==> run_1/sizing.png <==
Drawn at 2 px/um.
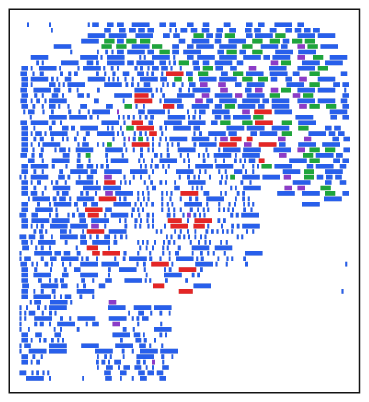
==> run_1/port_trees.png <==
Drawn at 1.5 px/um.
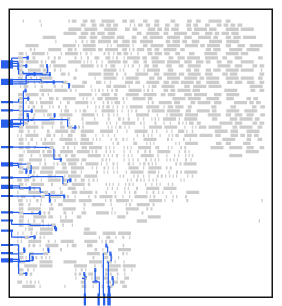
==> run_1/placed.png <==
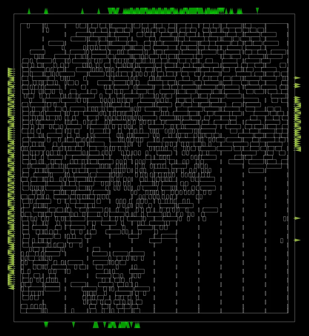
==> run_1/layers.png <==
Drawn at 2 px/um. Only two layers are drawn.
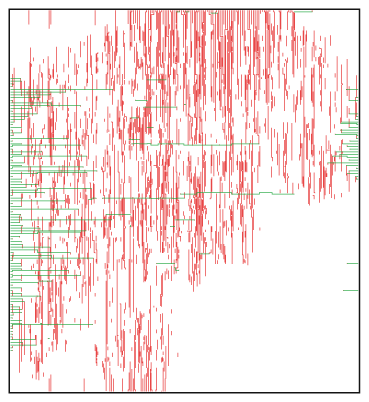
$ cat config.mk
export PLATFORM = sky130hd
export DESIGN_NAME = wb_alu_master
export DESIGN_NICKNAME = d
export VERILOG_FILES = /design/src/rtl/wb_alu_master.sv
export SDC_FILE = /design/constraint.sdc
export NUM_CORES = 1
export LEC_CHECK = 0
export ABC_AREA = 1
export CELL_PAD_IN_SITES_DETAIL_PLACEMENT = 1
export CELL_PAD_IN_SITES_GLOBAL_PLACEMENT = 2
export CORE_ASPECT_RATIO = 1.1
export CORE_MARGIN = 4
export CORE_UTILIZATION = 30
export DETAILED_ROUTE_END_ITERATION = 12
export HOLD_SLACK_MARGIN = 0.1
export PLACE_DENSITY = 0.88
export RECOVER_POWER = 25
export SYNTH_ARGS = -nofsm -noshare
export SYNTH_HDL_FRONTEND = slang
export SYNTH_SLANG_ARGS = --single-unit
$ cat constraint.sdc
create_clock -name clk -period 17.83 [get_ports clk]
set_input_delay 1.783 -clock clk [delete_from_list [all_inputs] [get_ports clk]]
set_output_delay 1.783 -clock clk [all_outputs]
set_load 0.02 [all_outputs]
$ cat src/rtl/wb_alu_master.sv
// rtl/wb_alu_master.sv - Wishbone pipelined initiator that runs one ALU operation per start pulse
//
// Purpose: on an accepted start, writes operand A (BASE+0), operand B (BASE+12)
// and the opcode (BASE+16) to the ALU peripheral, idles SETTLE_CYCLES cycles,
// then reads the 64-bit result as low word (BASE+8) and high word (BASE+20).
//
// Ports:
//   clk, reset           clock, asynchronous active-high reset
//   start                run request, sampled only while idle
//   i_op_a, i_op_b       32-bit operands, latched on start acceptance
//   i_opcode             4-bit opcode, latched on start acceptance
//   o_busy               run in progress (acceptance up to, not including, done cycle)
//   o_done               one-cycle pulse at the end of every run
//   o_error              last run aborted by timeout, sticky until next accepted start
//   o_result             {high word, low word} of the last successful run
//   o_wb_cyc/stb/we      Wishbone pipelined master controls
//   o_wb_addr/o_wb_data  request address and write data
//   i_wb_ack/stall/data  slave response
//
// Build option: define WB_MASTER_TIMEOUT_EN to enable the per-transfer timeout
// (TIMEOUT_CYCLES); otherwise the master waits indefinitely and o_error is 0.

module wb_alu_master #(
   parameter logic [31:0] BASE_ADDRESS   = 32'h3000_0000,
   parameter int          SETTLE_CYCLES  = 2,
   parameter int          TIMEOUT_CYCLES = 255
) (
   input  logic        clk,
   input  logic        reset,
   input  logic        start,
   input  logic [31:0] i_op_a,
   input  logic [31:0] i_op_b,
   input  logic [3:0]  i_opcode,
   output logic        o_busy,
   output logic        o_done,
   output logic        o_error,
   output logic [63:0] o_result,
   output logic        o_wb_cyc,
   output logic        o_wb_stb,
   output logic        o_wb_we,
   output logic [31:0] o_wb_addr,
   output logic [31:0] o_wb_data,
   input  logic        i_wb_ack,
   input  logic        i_wb_stall,
   input  logic [31:0] i_wb_data
);

   localparam logic [31:0] OFF_A  = 32'd0;
   localparam logic [31:0] OFF_B  = 32'd12;
   localparam logic [31:0] OFF_OP = 32'd16;
   localparam logic [31:0] OFF_LO = 32'd8;
   localparam logic [31:0] OFF_HI = 32'd20;
   localparam logic [31:0] SETTLE_LAST = (SETTLE_CYCLES > 0) ? 32'(SETTLE_CYCLES - 1) : 32'd0;

   typedef enum logic [3:0] {
      IDLE, WR_A, WR_B, WR_OP, SETTLE, RD_LO, RD_HI, DONE, ERR
   } state_t;

   state_t      state, state_nx;
   logic        waiting, waiting_nx;   // 0: issue phase, 1: wait-for-ack phase
   logic [31:0] op_a, op_b;
   logic [3:0]  opcode;
   logic [31:0] shadow;
   logic [31:0] settle_cnt;
   logic        bus_state, start_ok, issue_ok, xfer_done, timed_out;

   assign bus_state = (state == WR_A) || (state == WR_B) || (state == WR_OP) ||
                      (state == RD_LO) || (state == RD_HI);
   assign start_ok  = (state == IDLE) && start;
   assign issue_ok  = bus_state && !waiting && !i_wb_stall;
   // ack only counts in the wait phase; acks seen while issuing are ignored
   assign xfer_done = bus_state && waiting && i_wb_ack;

`ifdef WB_MASTER_TIMEOUT_EN
   localparam logic [31:0] TIMEOUT_LAST = (TIMEOUT_CYCLES > 0) ? 32'(TIMEOUT_CYCLES - 1) : 32'd0;
   logic [31:0] tmo_cnt;
   logic        error;

   assign timed_out = bus_state && !xfer_done && (tmo_cnt == TIMEOUT_LAST);

   // counter restarts whenever the state changes, so it spans issue + wait of one transfer
   always_ff @(posedge clk or posedge reset) begin
      if (reset)                  tmo_cnt <= '0;
      else if (state_nx != state) tmo_cnt <= '0;
      else if (bus_state)         tmo_cnt <= tmo_cnt + 32'd1;
   end

   always_ff @(posedge clk or posedge reset) begin
      if (reset)          error <= 1'b0;
      else if (start_ok)  error <= 1'b0;
      else if (timed_out) error <= 1'b1;
   end

   assign o_error = error;
`else
   assign timed_out = 1'b0;
   assign o_error   = 1'b0;
`endif

   always_comb begin
      state_nx   = state;
      waiting_nx = waiting;
      case (state)
         IDLE: begin
            if (start) begin
               state_nx   = WR_A;
               waiting_nx = 1'b0;
            end
         end
         WR_A, WR_B, WR_OP, RD_LO, RD_HI: begin
            if (timed_out) begin
               state_nx   = ERR;
               waiting_nx = 1'b0;
            end else if (issue_ok) begin
               waiting_nx = 1'b1;
            end else if (xfer_done) begin
               waiting_nx = 1'b0;
               case (state)
                  WR_A:    state_nx = WR_B;
                  WR_B:    state_nx = WR_OP;
                  WR_OP:   state_nx = (SETTLE_CYCLES == 0) ? RD_LO : SETTLE;
                  RD_LO:   state_nx = RD_HI;
                  default: state_nx = DONE;
               endcase
            end
         end
         SETTLE: begin
            if (settle_cnt == SETTLE_LAST) state_nx = RD_LO;
         end
         default: state_nx = IDLE;   // DONE and ERR last one cycle
      endcase
   end

   always_comb begin
      o_wb_addr = '0;
      o_wb_we   = 1'b0;
      o_wb_data = '0;
      case (state)
         WR_A: begin
            o_wb_addr = BASE_ADDRESS + OFF_A;
            o_wb_we   = 1'b1;
            o_wb_data = op_a;
         end
         WR_B: begin
            o_wb_addr = BASE_ADDRESS + OFF_B;
            o_wb_we   = 1'b1;
            o_wb_data = op_b;
         end
         WR_OP: begin
            o_wb_addr = BASE_ADDRESS + OFF_OP;
            o_wb_we   = 1'b1;
            o_wb_data = {28'b0, opcode};
         end
         RD_LO:   o_wb_addr = BASE_ADDRESS + OFF_LO;
         RD_HI:   o_wb_addr = BASE_ADDRESS + OFF_HI;
         default: ;
      endcase
   end

   // combinational from the async-reset state so reset drops cyc/stb immediately
   assign o_wb_cyc = bus_state || (state == SETTLE);
   assign o_wb_stb = bus_state && !waiting;
   assign o_busy   = (state != IDLE) && (state != DONE) && (state != ERR);
   assign o_done   = (state == DONE) || (state == ERR);

   always_ff @(posedge clk or posedge reset) begin
      if (reset) begin
         state   <= IDLE;
         waiting <= 1'b0;
      end else begin
         state   <= state_nx;
         waiting <= waiting_nx;
      end
   end

   always_ff @(posedge clk or posedge reset) begin
      if (reset) begin
         op_a   <= '0;
         op_b   <= '0;
         opcode <= '0;
      end else if (start_ok) begin
         op_a   <= i_op_a;
         op_b   <= i_op_b;
         opcode <= i_opcode;
      end
   end

   always_ff @(posedge clk or posedge reset) begin
      if (reset)                 settle_cnt <= '0;
      else if (state == SETTLE)  settle_cnt <= settle_cnt + 32'd1;
      else                       settle_cnt <= '0;
   end

   // result is loaded only on the high-word ack, never partially
   always_ff @(posedge clk or posedge reset) begin
      if (reset) begin
         shadow   <= '0;
         o_result <= '0;
      end else if (xfer_done && (state == RD_LO)) begin
         shadow   <= i_wb_data;
      end else if (xfer_done && (state == RD_HI)) begin
         o_result <= {i_wb_data, shadow};
      end
   end

endmodule

==> ci_impl_report.md, run 1 <==
## Implementation flow summary

| Metric | Value |
|---|---|
| Row count | 66 |
| Post-CTS setup repair buffer count | 0 |
| Seq pwr share | 34.9% |
| Fillers | 3399 |
| Vias in the first global route | 7425 |
| Count of library flops with an enable pin | 0 |
| Total CTS buffers | 17 |
| Chip area | 0.0333 mm2 |
| Setup-failing EPs final | 0 |
| Yosys stat area | 0.00913 mm2 |
| Final nets | 1232 |
| Via density | 4.45 |
| CTS tree | done |
| Ys cells | 926 |
| Drt pass-1 iters | 6 |
| Total placed cells including tap cells | 1514 |
| Max-cap viol count | 2 |
| Max Clk Rate | 154 MHz |
| Yosys warning tally | 0 |
| Post-route cell area | 0.0121 mm2 |
| # DRC | 0 |
| Final Hold Vio Count | 0 |
| Crit path DAT | 6.95 ns |
| Crit path DRT | 18.31 ns |
| First-pass GRT wire length | 40100 um |
| Basic Gates by Area | 13.9% |
| Fin crit period | 6.47 ns |
| Routed Antenna Nets | 0 |
| Post-DP HPWL | 17900 um |
| Clock buffer depth | 2 |
| Worst-path fanout max | 137 |
| Int Pwr | 1.19 mW |
| Pin count of the biggest net entering global routing | 138 |
| Fraction of layout cells with a size suffix above 1 | 10.9% |
| Most used DFF post-synth | dfrtp_1 |
| Sw Share | 38.6% |
| Synth cell types | 32 |
| Sw Pwr | 0.752 mW |
| I/O pin count | 239 |
| CP endpoint kind | async pin |
| GRT overflow | 0 |
| Hold Buf Count CTS | 0 |
| Fa+ha+maj area frac | 0.274% |
| Post-CTS Resized | 0 |
| IO Port Bufs | 210 |
| Synth flops | 200 |
| Top cell area share | 54.8% |
| Initial drt markers | 305 |
| Worst-skew pair later-pin latency | 0.45 ns |
| Initial antenna violation count | 1 |
| Avg WL per Cell | 16.1 um |
| Power Density | 161 mW/mm2 |
| Setup TNS | 0 ns |
| Post-Syn Area | 0.00913 mm2 |
| Routed vias | 6882 |
| WS Path Type | in -> async |
| Tcrit/Tclk final | 36.3% |
| Post-Synth AOI/OAI Area | 8.63% |
| Cells after synthesis | 926 |
| Clk_skew | 0.0238 ns |
| Multiplexer share of the synthesized area | 12.3% |
| Max-slew violation count | 162 |
| Comb pwr share | 42.9% |
| Slew headroom | -318% |
| Seq share, synth | 54.8% |
| GRT Total Usage | 15.0% |
| Die X | 174 um |
| Final cell count without fillers | 1547 |
| CTS Root Cell | clkbuf_16 |
| Synth top area cells | dfrtp_1 55%, mux2_4 8.2%, nor2_1 6.5%, nand2_1 4.8%, a21oi_1 4.8% |
| Flop-to-flop setup slack | 14.28 ns |
| Failing checks | max-capacitance violations, max-slew violations |
| Worst vdd ir | 0.0768 mV |
| Clock share of power | 22.2% |
| Clk sinks | 200 |
| Status | complete, but fails checks |
| WL final | 24900 um |
| Share of synthesized registers carrying an async set or reset | 100% |
| Hold Crit Class | reg -> reg |
| Largest area contributor in the netlist | dfrtp_1 |
| Placed instance area | 0.0114 mm2 |
-- sizing.png (at the start) --
legend:
  blue:
    size: x1 and smaller
    cells: 1014
    most_used: clkdlybuf4s50_1
  red:
    size: x6 and larger
    cells: 32
    most_used: clkbuf_16
  green:
    size: x3 and x4
    cells: 58
    most_used: mux2_4
  purple:
    size: x2
    cells: 34
    most_used: mux2_2

-- port_trees.png (at the start) --
legend:
  blue:
    port: `i_op_a`
    bits: 32
    direction: input
    edge: 27 left, 5 bottom
    end_cells: 32
    wire: 776 um

-- placed.png (at the start) --
core region area: 0.0298 mm2
final core occ: 40.5%
sequential cell area share: 41.5%
TAP cells: 408

-- layers.png (at the start) --
legend:
  red:
    layer: M2
    wire_length: 12500 um
  green:
    layer: M3
    wire_length: 1650 um

==> run 1: layer usage <==
layer | routed length, um | global-route usage [%]
met2 | 12500 | 25.9
met4 | 394 | 3.99
met5 | 0 | 0
met1 | 10300 | 17.9
met3 | 1650 | 4.91
==> run 1: flip-flops by register name, summed over array words and instances, names as in the netlist <==
| signal | cells |
|---|---|
| o_result | 64 |
| state | 3 |
| op_a | 32 |
| settle_cnt | 32 |
| op_b | 32 |
| opcode | 4 |
| shadow | 32 |
| waiting | 1 |
==> run 1: cell usage after synthesis (5+ instances only) <==
cell type and instances:
nand4_1 5, buf_2 13, nand3_1 19, dfrtp_1 200
o22ai_1 27, o21ai_0 25, mux2_2 30, inv_1 111
nor3_1 8, nor2_1 157, mux2_4 50, nand2_1 118
buf_4 33, clkbuf_1 10, buf_12 5, a21oi_1 87
==> run 1: final timing paths <==
| kind | depth (start not counted) | from | end |
|---|---|---|---|
| max | 3 | reset | o_result[60]$_DFFE_PP0P_ |
| min | 1 | shadow[0]$_DFFE_PP0P_ | shadow[0]$_DFFE_PP0P_ |
| max reg2reg | 5 | state[0]$_DFFE_PP0P_ | o_result[22]$_DFFE_PP0P_ |
| min reg2reg | 1 | shadow[0]$_DFFE_PP0P_ | shadow[0]$_DFFE_PP0P_ |
| max in group clk | 7 | state[0]$_DFFE_PP0P_ | o_wb_cyc |
| min in group asynchronous | 2 | reset | op_a[5]$_DFFE_PP0P_ |
==> run 1: area by class of cell <==
| type | count | area, um2 | share of cell area (%) |
|---|---|---|---|
| clock inverter | 15 | 230 | 1.91 |
| sequential | 200 | 5000 | 41.5 |
| multi-input combinational | 577 | 3320 | 27.5 |
| timing repair buffer | 216 | 2140 | 17.8 |
| antenna | 1 | 2.50 | 0.0207 |
| tap | 408 | 510 | 4.23 |
| inverter | 113 | 425 | 3.53 |
| clock buffer | 17 | 425 | 3.53 |
==> run 1: placed cells by master, fill, tap and decap left out, types with 19 or more instances in the layout <==
cell,count
mux2_2,30
conb_1,28
mux2_4,50
clkdlybuf4s50_1,207
o21ai_0,26
nand2_1,118
nor2_1,159
dfrtp_1,200
o22ai_1,27
inv_1,110
a21oi_1,87
nand3_1,19
==> run 1: power groups by stage <==
stage / Combinational (mW) / Clock (mW) / Sequential, mW
6_report: 0.834 / 0.432 / 0.680
5_1_grt: 0.908 / 0.467 / 0.700
4_1_cts: 0.853 / 0.446 / 0.681
3_5_place_dp: 0.846 / 0 / 0.688
3_3_place_gp: 0.830 / 0 / 0.681
2_1_floorplan: 0.419 / 0 / 0.741
==> run 1: through the flow <==
step | setup slack, ns | util, % | power (mW) | hold WS [ns]
after CTS | 13.24 | 40.6 | 1.98 | 0.499
after global placement | 13.70 | 38.4 | 1.51 | 0.467
after detailed placement | 13.65 | 38.4 | 1.53 | 0.475
final | 11.36 | 40.5 | 1.95 | 0.497
after global routing | 10.29 | 40.5 | 2.07 | 0.514
after floorplan | 10.59 | - | 1.16 | 0.458
==> run 1: worst max-delay path, cell delays in order <==
cell and delay [ns]:
dlygate4sd3_1 0.55, clkinvlp_2 3.45, buf_4 1.04
==> run 1 -> run 2 <==
- CORE_UTILIZATION: 30 -> 27
- PLACE_DENSITY: 0.88 -> 0.84
- clock period: 17.83 -> 5.85 ns (I/O delays scaled with it)
==> ci_impl_report.md, run 2 <==
## Implementation flow summary

| Metric | Value |
|---|---|
| Worst slew pin tran | 2.73 ns |
| Seq share, synth | 54.8% (unchanged) |
| Share of synthesized registers carrying an async set or reset | 100% (unchanged) |
| Hold path cells | 1 (unchanged) |
| Crit-path cells | nor2_4 -> nand2_1 -> o22ai_1 -> clkdlybuf4s50_1 |
| Most used DFF post-synth | dfrtp_1 |
| Critical R2R Launch | state[0]$_DFFE_PP0P_ |
| Clock buffer depth | 2 (unchanged) |
| CTS Root Cell | clkbuf_16 |
| I/O pin count | 239 (unchanged) |
| Slowest-stage cell, CP | nand2_1 |
| # DRC | 0 (unchanged) |
| Post-synth top cells | 200 x dfrtp_1, 157 x nor2_1, 118 x nand2_1 |
| Max-cap viol count | 2 (unchanged) |
| WL final | 25000 um (+0.59%) |
| Drt pass-1 iters | 4 (-2) |
| Flop-to-flop setup slack | 3.06 ns (-11.22 ns) |
| Hold Buf Count CTS | 0 (unchanged) |
| Cells after synthesis | 926 (unchanged) |
| Synth cell types | 32 (unchanged) |
| CTS tree | done |
| Diode count | 0 (-1) |
| Final nets | 1233 (+0.081%) |
| Setup TNS | 0 ns (unchanged) |
| Post-CTS Resized | 0 (unchanged) |
| Commonest Layout Cell | clkdlybuf4s50_1 |
| Row count | 70 (+6.1%) |
| Setup-failing EPs final | 0 (unchanged) |
| Via density | 4.37 (-1.7%) |
| Count leader, synth | dfrtp_1 |
| IO Port Bufs | 210 (unchanged) |
| Pin count of the biggest net entering global routing | 93 (-33%) |
| Crit path DRT | 5.27 ns (-13.04 ns) |
| Max-slew violation count | 131 (-19%) |
| Placed instance area | 0.0115 mm2 (+0.30%) |
| Final Hold Vio Count | 0 (unchanged) |
| Post-CTS setup repair buffer count | 0 (unchanged) |
| Hold EP | o_result[32]$_DFFE_PP0P_ |
| Initial antenna violation count | 0 (-1) |
| Vias in the first global route | 7445 (+0.27%) |
| Fin crit period | 3.62 ns |
| Chip area | 0.0368 mm2 (+11%) |
| Worst vdd ir | 0.245 mV (+220%) |
| Clk_skew | 0.0149 ns (-0.00889 ns) |
| Max Clk Rate | 276 MHz |
| Yosys warning tally | 0 (unchanged) |
| Tcrit/Tclk final | 61.9% |
| Clk sinks | 200 (unchanged) |
| Power Density | 482 mW/mm2 (+200%) |
| Log Warnings | 27 |
| HP Start | o_result[32]$_DFFE_PP0P_ |
| Total CTS buffers | 17 (unchanged) |
| Number of flip-flops in the largest register | 64 (unchanged) |
| Hold Crit Class | reg -> reg |
| First-pass GRT wire length | 40500 um (+0.96%) |
| Fraction of layout cells with a size suffix above 1 | 11.0% (+0.098 points) |
| Core region area | 0.0333 mm2 (+12%) |
| Status | complete, but fails checks |
| WS Path Type | reg -> out |
| GRT Total Usage | 13.6% (-1.3 points) |
| FF-to-FF path depth | 4 (-1) |
| GRT overflow | 0 (unchanged) |
| Avg WL per Cell | 15.9 um (-0.82%) |
| Count of library flops with an enable pin | 0 (unchanged) |
| Total power draw | 5.81 mW (+200%) |
| Synth top area cells | dfrtp_1 55%, mux2_4 8.2%, nor2_1 6.5%, nand2_1 4.8%, a21oi_1 4.8% |
| Leakage | 5.48 nW |
| Failing checks | max-capacitance violations, max-slew violations |
| Crit-path max cell delay | 0.72 ns (-2.73 ns) |
| Top reg by flops | o_result |
| Worst-path fanout max | 32 (-77%) |
| Ys cells | 926 (unchanged) |
| Yosys stat area | 0.00913 mm2 (unchanged) |
| Worst setup SP type | flip-flop |
| Post-Syn Area | 0.00913 mm2 (unchanged) |
| Post-route cell area | 0.0121 mm2 (about the same) |
| CP endpoint kind | primary output |
| Synth flops | 200 (unchanged) |
| Crit path DAT | 3.03 ns (-3.92 ns) |
| Initial core utilization | 27.4% |
| Initial drt markers | 296 (-3.0%) |
| Post-DP HPWL | 18500 um (+3.5%) |
| Worst-skew pair later-pin latency | 0.44 ns (about the same) |
| Routed Antenna Nets | 0 (unchanged) |
| Final core occ | 36.2% (-4.2 points) |
| Routed vias | 6861 (-0.31%) |
| Top cells excl fill/tap | 209 x clkdlybuf4s50_1, 200 x dfrtp_1, 158 x nor2_1 |
| Largest area contributor in the netlist | dfrtp_1 |
| Slew headroom | -81.8% (+240 points) |
| Top cell area share | 54.8% (unchanged) |
| R2R Path End | opcode[3]$_DFFE_PP0P_ |
| Die X | 183 um (+5.2%) |
## run 2: cell count changes in the layout (fill, tap and decap cells not counted), sizes merged
| cell | change |
|---|---|
| clkbuf | +1 |
| clkdlybuf4s50 | +2 |
| bufinv | +1 |
| clkinvlp | +2 |
| inv | -5 |
| dlygate4sd3 | -2 |
| diode | -1 |
## run 2: where the power goes
part / switching, mW / internal (mW) / leakage, nW
combinational: 1.38 / 1.17 / 2.71
sequential: 0.212 / 1.86 / 2.50
clock: 0.585 / 0.606 / 0.279
## run 2: worst max-delay path by stage
| stage | slack (ns) | to | from | cells past startpoint |
|---|---|---|---|---|
| 2_1_floorplan | 2.68 | o_result[0]$_DFFE_PP0P_ | reset | 1 |
| 3_3_place_gp | 2.66 | o_wb_data[13] | state[0]$_DFFE_PP0P_ | 4 |
| 3_5_place_dp | 2.66 | o_wb_data[2] | state[0]$_DFFE_PP0P_ | 4 |
| 4_1_cts | 2.15 | o_wb_data[1] | state[0]$_DFFE_PP0P_ | 4 |
| 5_1_grt | 1.83 | op_b[14]$_DFFE_PP0P_ | reset | 3 |
| 6_report | 2.23 | o_wb_data[17] | state[0]$_DFFE_PP0P_ | 4 |
## run 2: layer usage
layer / GRT usage, % / vias up / wire length (um)
li1: - / 3321 / -
met1: 16.5 / 3354 / 10500
met2: 23.4 / 163 / 12500
met3: 4.39 / 23 / 1610
met4: 3.57 / 0 / 378
met5: 0 / - / 0
## run 2: cell type report
class,instances,area [um2]
Multi-Input combinational cell,577,3350
Sequential cell,200,5000
Inverter,113,425
Fill cell,3806,21200
Tap cell,432,541
Clock buffer,17,425
Timing Repair Buffer,217,2150
Clock inverter,13,160
## run 2: logic make-up after synthesis
group / count (synthesis) / share of synthesized area [%]
flops: 200 / 54.8
mux: 83 / 12.3
simple gates: 315 / 13.9
compound gates: 147 / 8.63
buf+inv: 176 / 9.82
other cells: 1 / 0.0411
fa+ha+maj: 2 / 0.274
xor+xnor: 2 / 0.192
## run 2: through the flow
step	std cells	worst slack (ns)	hold slack [ns]
after floorplan	953	2.68	0.458
final	1569	2.23	0.494
after global placement	1539	2.66	0.469
after global routing	1569	1.83	0.506
after detailed placement	1539	2.66	0.478
after CTS	1569	2.15	0.369
## run 2: critical path: cells and delay by family, from the launching register on
| family | cells | cell delay, ns |
|---|---|---|
| AOI/OAI and AO/OA | 1 | 0.50 |
| DFF | 1 | 0.48 |
| and+or+nand+nor | 2 | 0.92 |
| buffers and inverters | 1 | 0.68 |
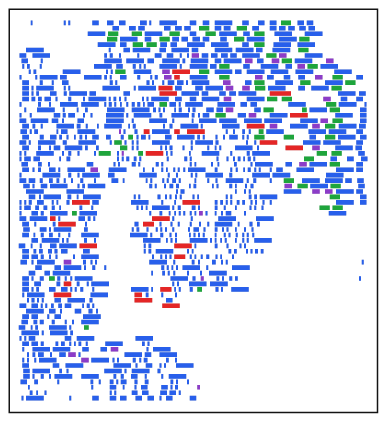
(run_2/sizing.png)
Drawn at 2 px/um.
legend:
  red:
    size: x6 and larger
    cells: 28
    most_used: clkbuf_16
  blue:
    size: x1 and smaller
    cells: 1012
    most_used: clkdlybuf4s50_1
  purple:
    size: x2
    cells: 35
    most_used: mux2_2
  green:
    size: x3 and x4
    cells: 62
    most_used: mux2_4

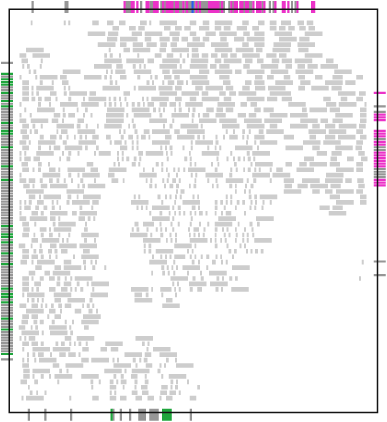
(run_2/pinout.png)
Drawn at 2 px/um. Pins as bars across the die edge, other pins in grey.
legend:
  magenta:
    port: `o_result`
    pins: 64
    direction: output
    edge: 46 top, 18 right
  blue:
    port: `o_wb_cyc`
    pins: 1
    direction: output
    edge: top
  green:
    port: `i_op_a`
    pins: 32
    direction: input
    edge: 26 left, 6 bottom
all pins by edge: 106 left, 82 top, 29 right, 22 bottom

Power and IR drop assume default switching activity.
